===== src/rtl/bin2bcd_seq.sv =====
// Sequential binary-to-BCD converter (shift-and-add-3), one bit per clock.
// Produces four packed BCD digits; dat_out only updates when a conversion completes.
module bin2bcd_seq #(
  parameter int N_BITS = 10
) (
  input  logic              clk,
  input  logic              rst,
  input  logic              start,
  input  logic [N_BITS-1:0] dat_in,
  output logic              busy,
  output logic              done,
  output logic [15:0]       dat_out
);

  localparam int W  = 16 + N_BITS;
  localparam int CW = $clog2(N_BITS + 1);
  localparam logic [CW-1:0] LAST = CW'(N_BITS - 1);

  typedef enum logic [1:0] {IDLE, SHIFT, DONE} state_t;

  state_t          state, state_nxt;
  logic [CW-1:0]   cnt, cnt_nxt;
  logic [W-1:0]    work, work_nxt, shifted;
  logic [15:0]     bcd_adj, out_nxt;

  // Upper 16 bits of work hold the BCD digits, lower N_BITS the remaining binary.
  always_comb begin
    bcd_adj = '0;
    for (int unsigned i = 0; i < 4; i++) begin
      if (work[N_BITS + 4*i +: 4] >= 4'd5)
        bcd_adj[4*i +: 4] = work[N_BITS + 4*i +: 4] + 4'd3;
      else
        bcd_adj[4*i +: 4] = work[N_BITS + 4*i +: 4];
    end
    shifted = W'({bcd_adj, work[N_BITS-1:0], 1'b0});
  end

  always_comb begin
    state_nxt = state;
    cnt_nxt   = cnt;
    work_nxt  = work;
    out_nxt   = dat_out;
    unique case (state)
      IDLE: begin
        if (start) begin
          work_nxt  = {16'h0000, dat_in};
          cnt_nxt   = '0;
          state_nxt = SHIFT;
        end
      end
      SHIFT: begin
        work_nxt = shifted;
        cnt_nxt  = cnt + 1'b1;
        // The final shift lands directly in dat_out on the same edge.
        if (cnt == LAST) begin
          out_nxt   = shifted[W-1 -: 16];
          state_nxt = DONE;
        end
      end
      DONE:    state_nxt = IDLE;
      default: state_nxt = IDLE;
    endcase
  end

  always_ff @(posedge clk or posedge rst) begin
    if (rst) begin
      state   <= IDLE;
      cnt     <= '0;
      work    <= '0;
      dat_out <= '0;
    end else begin
      state   <= state_nxt;
      cnt     <= cnt_nxt;
      work    <= work_nxt;
      dat_out <= out_nxt;
    end
  end

  assign busy = (state == SHIFT);
  assign done = (state == DONE);

endmodule


===== config.mk =====
export PLATFORM = sky130hd
export DESIGN_NAME = bin2bcd_seq
export DESIGN_NICKNAME = d
export VERILOG_FILES = /design/src/rtl/bin2bcd_seq.sv
export SDC_FILE = /design/constraint.sdc
export NUM_CORES = 1
export LEC_CHECK = 0
export CORE_MARGIN = 5
export CORE_UTILIZATION = 50
export CTS_CLUSTER_DIAMETER = 40
export CTS_CLUSTER_SIZE = 10
export DETAILED_ROUTE_END_ITERATION = 8
export PLACE_DENSITY = 0.74
export SETUP_SLACK_MARGIN = 0.05
export SYNTH_ARGS = -nofsm -noshare
export SYNTH_HDL_FRONTEND = slang
export SYNTH_SLANG_ARGS = --single-unit

===== constraint.sdc =====
create_clock -name clk -period 2.22 [get_ports clk]
set_clock_uncertainty 0.15 [all_clocks]
set_input_delay 0.444 -clock clk [delete_from_list [all_inputs] [get_ports clk]]
set_output_delay 0.444 -clock clk [all_outputs]
set_load 0.05 [all_outputs]

Fig. 1: run 1, met1 routing
Supply wires on this layer in gray.
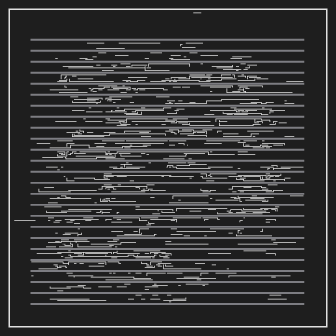
longest straight run = 22.5 um
share of all routed wire = 45%
Vias: 1,709
WL final: 4.51 mm
GR Util met1: 20.5%

Fig. 2: run 1, metal 2
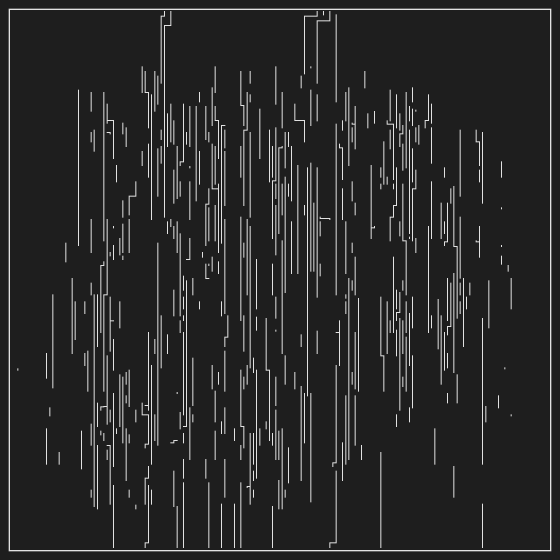
nets with wire on the layer = 230
longest straight run = 33.0 um
wire length on this layer = 2,170 um
share of all routed wire = 48%

==> Changelog: implementation, run 1 <==
### Implementation results

* Worst Setup EP: dat_out[5]
* Combinational power share at a little over half
* Total clock buffers created by CTS at 5
* Antenna cells at 0
* CP Cell Sequence: clkdlybuf4s50_1
* Fin nets at 278
* First-pass GRT wire length at 7.80 mm
* Finished Layout Cells at 307
* Register share of total power at between 30% and 40%
* HPWL after DPL at 3.15 mm
* Max Fanout on Critical Path at 2
* Drt wl/cell at 14.7 um
* Startpoint types: register
* Mapped Cells at 218
* Most numerous logic cells after layout: dfrtp_1 (48), clkdlybuf4s50_1 (28), o21ai_0 (25)
* Tcrit/Tclk final at 94.0%
* Cell Type Count at 30
* Mapped Nets at ~240
* CP Buf/Inv Count at 1
* Lkg Pwr at 1.30 nW
* Vias in the first global route at 1,673
* GRT busiest layer: met2
* Clk pwr at 0.000489 W
* Adder share at 5.40%
* P_int at ~0.0026 W
* Setup violations, final at 0
* RSZ-0062 raised after global routing: no
* Area leader, netlist: dfrtp_1
* WHS at ~0.34 ns
* Worst Max-Slew Pin Slew at ~0.52 ns
* CP Launch Point: dat_out[5]
* Largest power group: combinational logic
* Yosys reg bits at around 48
* Deepest clock path buffer count at 2
* Post-synthesis sequential area ratio at roughly half
* Die Footprint at slightly above 6000 um^2
* Clock share of power at 10.6%
* Core Util, Final at between 60 and 70%
* Post-route worst setup slack at 0.133 ns
* Clock H-tree levels at 2
* Ys async rst share at 100%
* Avg Cell Area, Syn at between 10 and 15 um^2
* Crit path capture type: output port
* Tot Pwr at 0.00461 W
* Die Span X at between 70 and 80 um
* Worst Path Required at 1.63 ns
* I/O pins at 31
* DP Cell Count at around 300
* Initial antenna violation count at 0
* MUX share of area at 6.54%
* AO/OA Area Share at 16.0%
* Initial DRC Count at 98
* Commonest Layout Cell: dfrtp_1
* Final Slew Violations at 0
* FF-to-FF setup slack at 0.38 ns
* Final TNS setup at 0 ns
* Commonest flop: dfrtp_1
* Logic power comb at 0.00252 W
* Final min period at around 2.1 ns
* Synthesized cell area at 2320 um^2
* Core area at 4410 um^2
* Post-CTS Resized at 0
* Area grow syn2layout at 21.7%
* GR Util met2 at 25.0%
* Switching Share at 44.6%
* P per Cell Area at 1630 nW/um^2
* Hold Path Stages at 1
* Drt pass-1 iters at 4
* Port Buf Inserts at 30
* Peak VDD IR at 0.000717 V
* Worst path depth at 1
* FP Util at around 52%
* Psw at roughly 0.0021 W
* DR DRC count at 0
* Row count at 24
* Die height at 78.1 um
* Clock Tree Root: clkbuf_8
* GP Congestion at 0.773
* Slowest-stage cell, CP: clkdlybuf4s50_1
* Flop+latch power at ~0.0016 W
* XOR/XNOR share of the synthesized area at roughly 1.5%
* Met3 WL at 195 um
* Insertion Delay late pin at 0.30 ns
* Hold Crit Class: register to register
* Total of max-cap violations at 0
* Hold path startpoint: dat_out[13]
* CTS tree: built
* CTS Sinks at 48
* Stage-log warning count at 31
* Gr ovfl total at 0
* Met1 wire length at 2.02 mm
* Fin area at 2820 um^2
* Post-synthesis cell count from yosys at 218
* Postcts setup bufs at 0
* Final Hold Vio Count at 0
* Worst reg-to-reg path cell count at 6
* Worst R2R Start: work[11]
* Max layer used: met4
* Vias/cell at 5.57
* Post-synth EDFFs at 0
* Dpl cell area at 2740 um^2
* Synth warn at 0
* Worst-path clk slew at 0.08 ns
* Status: completed
* Critical R2R Capture: dat_out[2]
* Synth top area share at 51.9%
* Max-slew headroom at 65.2%
* Met2 routed WL at ~2.2 mm
* Crit path kind: register to output port
Fig. 3: run 1, signal wires on met3
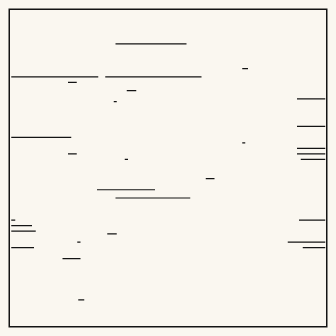
longest straight run = 23.5 um
share of all routed wire = 4.3%
main direction = horizontal
wire length on this layer = 195 um
nets with wire on the layer = 23
met3 Track Usage GR: 4.12%

==> run 1: layout make-up <==
type,instances,area (um^2)
clock buffer,6,72.6
multi-input combinational,149,1030
sequential,48,1200
fill,365,1600
timing repair buffer,40,408
tap,52,65.1
inverter,11,41.3
clock inverter,1,5.00
==> run 1: Yosys cell counts, types with 6 or more instances <==
cell	number
dfrtp_1	48
clkbuf_1	6
nand2_1	19
a22o_1	11
and3b_1	9
o21ai_0	25
ha_1	10
inv_1	10
a21oi_1	20
nor2_1	9
==> run 1: registers in the layout, summed over array words and instances, names as in the netlist <==
name and cells:
work 26, dat_out 16, cnt 4, state 2
==> run 2, diff against run 1 <==
--- a/config.mk
+++ b/config.mk
@@ -5,13 +5,14 @@
 export SDC_FILE = /design/constraint.sdc
 export NUM_CORES = 1
 export LEC_CHECK = 0
+export ABC_CLOCK_PERIOD_IN_PS = 2220
 export CORE_MARGIN = 5
 export CORE_UTILIZATION = 50
 export CTS_CLUSTER_DIAMETER = 40
 export CTS_CLUSTER_SIZE = 10
 export DETAILED_ROUTE_END_ITERATION = 8
 export PLACE_DENSITY = 0.74
-export SETUP_SLACK_MARGIN = 0.05
+export SETUP_SLACK_MARGIN = 0.2
 export SYNTH_ARGS = -nofsm -noshare
 export SYNTH_HDL_FRONTEND = slang
 export SYNTH_SLANG_ARGS = --single-unit
Fig. 4: run 2, met1 routing
Supply wires on this layer in gray.
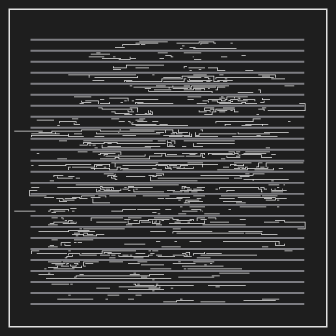
longest straight run = 30.8 um
nets with wire on the layer = 247
Vias: 1,672
GR Util met1: 20.2%
WL final: 4.39 mm

==> run 2 against run 1 <==
Against the previous run: clock power rose by 9.8%; non-clock buffer count unchanged; wire length down 2.8%; critical path type unchanged; critical endpoint is now done; highest routed layer unchanged.
==> Changelog: implementation, run 2 <==
### Implementation results

* Commonest flop: dfrtp_1
* Post-synthesis sequential area ratio at 51.9%
* Ys async rst share at 100%
* Worst-path clk slew at roughly 0.09 ns
* Clock H-tree levels at 2
* Psw at between 0.002 and 0.0025 W
* Fin nets at approximately 280
* Critical R2R Capture: dat_out[2]
* Total of max-cap violations at 0
* Final min period at 1.86 ns
* MUX share of area at under 10%
* Worst Max-Slew Pin Slew at 0.494 ns
* DP Cell Count at around 300
* Post-synthesis cell count from yosys at roughly 220
* Clock Tree Root: clkbuf_8
* Final TNS setup at 0 ns
* Vias in the first global route at about 1,700
* RSZ-0062 raised after global routing: no
* Tot Pwr at 0.00452 W
* Most numerous logic cells after layout: dfrtp_1 (48), o21ai_0 (25), a21oi_1 (20)
* Switching Share at 45.2%
* Antenna cells at 0
* Area leader, netlist: dfrtp_1
* Tcrit/Tclk final at a little over four fifths
* Mapped Nets at 241
* Insertion Delay late pin at 0.30 ns
* Final Hold Vio Count at 0
* Core area at 4410 um^2
* Commonest Layout Cell: dfrtp_1
* Lkg Pwr at 1.33 nW
* Most common cell in the netlist: dfrtp_1
* Initial antenna violation count at 0
* Crit path capture type: output port
* WHS at 0.306 ns
* Fin area at 2820 um^2
* Synth warn at 0
* Yosys reg bits at between 40 and 50
* Hold Crit Class: input port to async pin
* Logic power comb at around 0.0024 W
* Drt wl/cell at 14.2 um
* Gr ovfl total at 0
* Register share of total power at a little over a third
* ANT nets after route at 0
* Avg Cell Area, Syn at 10.6 um^2
* Max reg flops at 26
* Deepest clock path buffer count at 2
* P per Cell Area at 1600 nW/um^2
* Synth top area share at just over 50%
* Setup violations, final at 0
* I/O pins at 31
* Area grow syn2layout at 21.7%
* Adder share at 5.40%
* First-pass GRT wire length at about 7.5 mm
* Postcts setup bufs at 0
* Drt pass-1 iters at 4
* Dpl cell area at roughly 2700 um^2
* HPWL after DPL at 3.21 mm
* DR DRC count at 0
* Post-route worst setup slack at between 0.3 and 0.4 ns
* Vias/cell at 5.43
* Die Span X at 78.1 um
* Row count at 24
* Finished Layout Cells at just over 300
* Combinational power share at between 50% and 60%
* GP Congestion at 0.787
* Total clock buffers created by CTS at 5
* Cell Type Count at 30
* Final Slew Violations at 0
* Status: completed
* FP Util at 52.5%
* Stage-log warning count at 31
* Clock share of power at 11.9%
* Largest regs: work x26, dat_out x16, cnt x4
* Crit path kind: register to output port
* Max Fanout on Critical Path at 24
* AO/OA Area Share at around 16%
* Max-slew headroom at 67.2%
* Mapped Cells at 218
* CTS tree: built
* CP Launch Point: state[0]
* Worst Setup EP: done
* Fillers at around 350
* Storage cell area at approximately 1200 um^2
* Largest Register: work
* Die Footprint at 6090 um^2
* Initial DRC Count at 61
* Startpoint types: register
* Peak VDD IR at ~0.00082 V
* Clk pwr at 0.000537 W
* Largest power group: combinational logic
* Yosys stat area at roughly 2300 um^2
* Die height at 78.1 um
* Worst reg-to-reg path cell count at 6
* Post-CTS Resized at 16
Fig. 5: run 2, metal 2
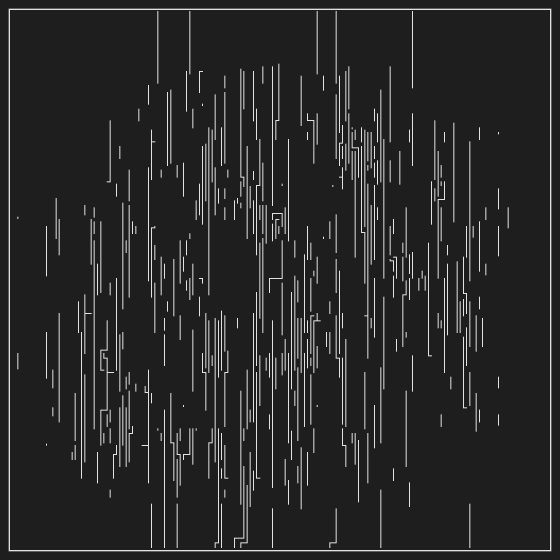
main direction = vertical
nets with wire on the layer = 218
wire length on this layer = 2,090 um
longest straight run = 27.2 um
share of all routed wire = 48%
GR Util met2: 24.5%

## run 2: cell counts after synthesis
No cell type changed its count.
## run 2: critical path, cell delays in order (launching register included)
cell and delay, ns:
dfrtp_1 0.41, buf_4 0.22, nor2b_2 0.18, buf_12 0.15
## run 2: metal layers
layer	wire length (um)	up-vias	share of wire (%)	global-route usage [%]
li1	-	835	-	-
met1	2060	804	47	20.2
met2	2090	27	48	24.5
met3	186	6	4.2	3.66
met4	49	0	1.1	4.22
met5	0	-	0	0
## run 2: area by class of cell
type | instances | share of cell area, %
sequential | 48 | 42.6
clock inverter | 1 | 0.266
clock buffer | 7 | 3.06
multi-input combinational | 149 | 36.5
timing repair buffer | 40 | 13.8
tap | 52 | 2.31
inverter | 11 | 1.47
No activity file was given, so power comes from the tool's default toggle rates.
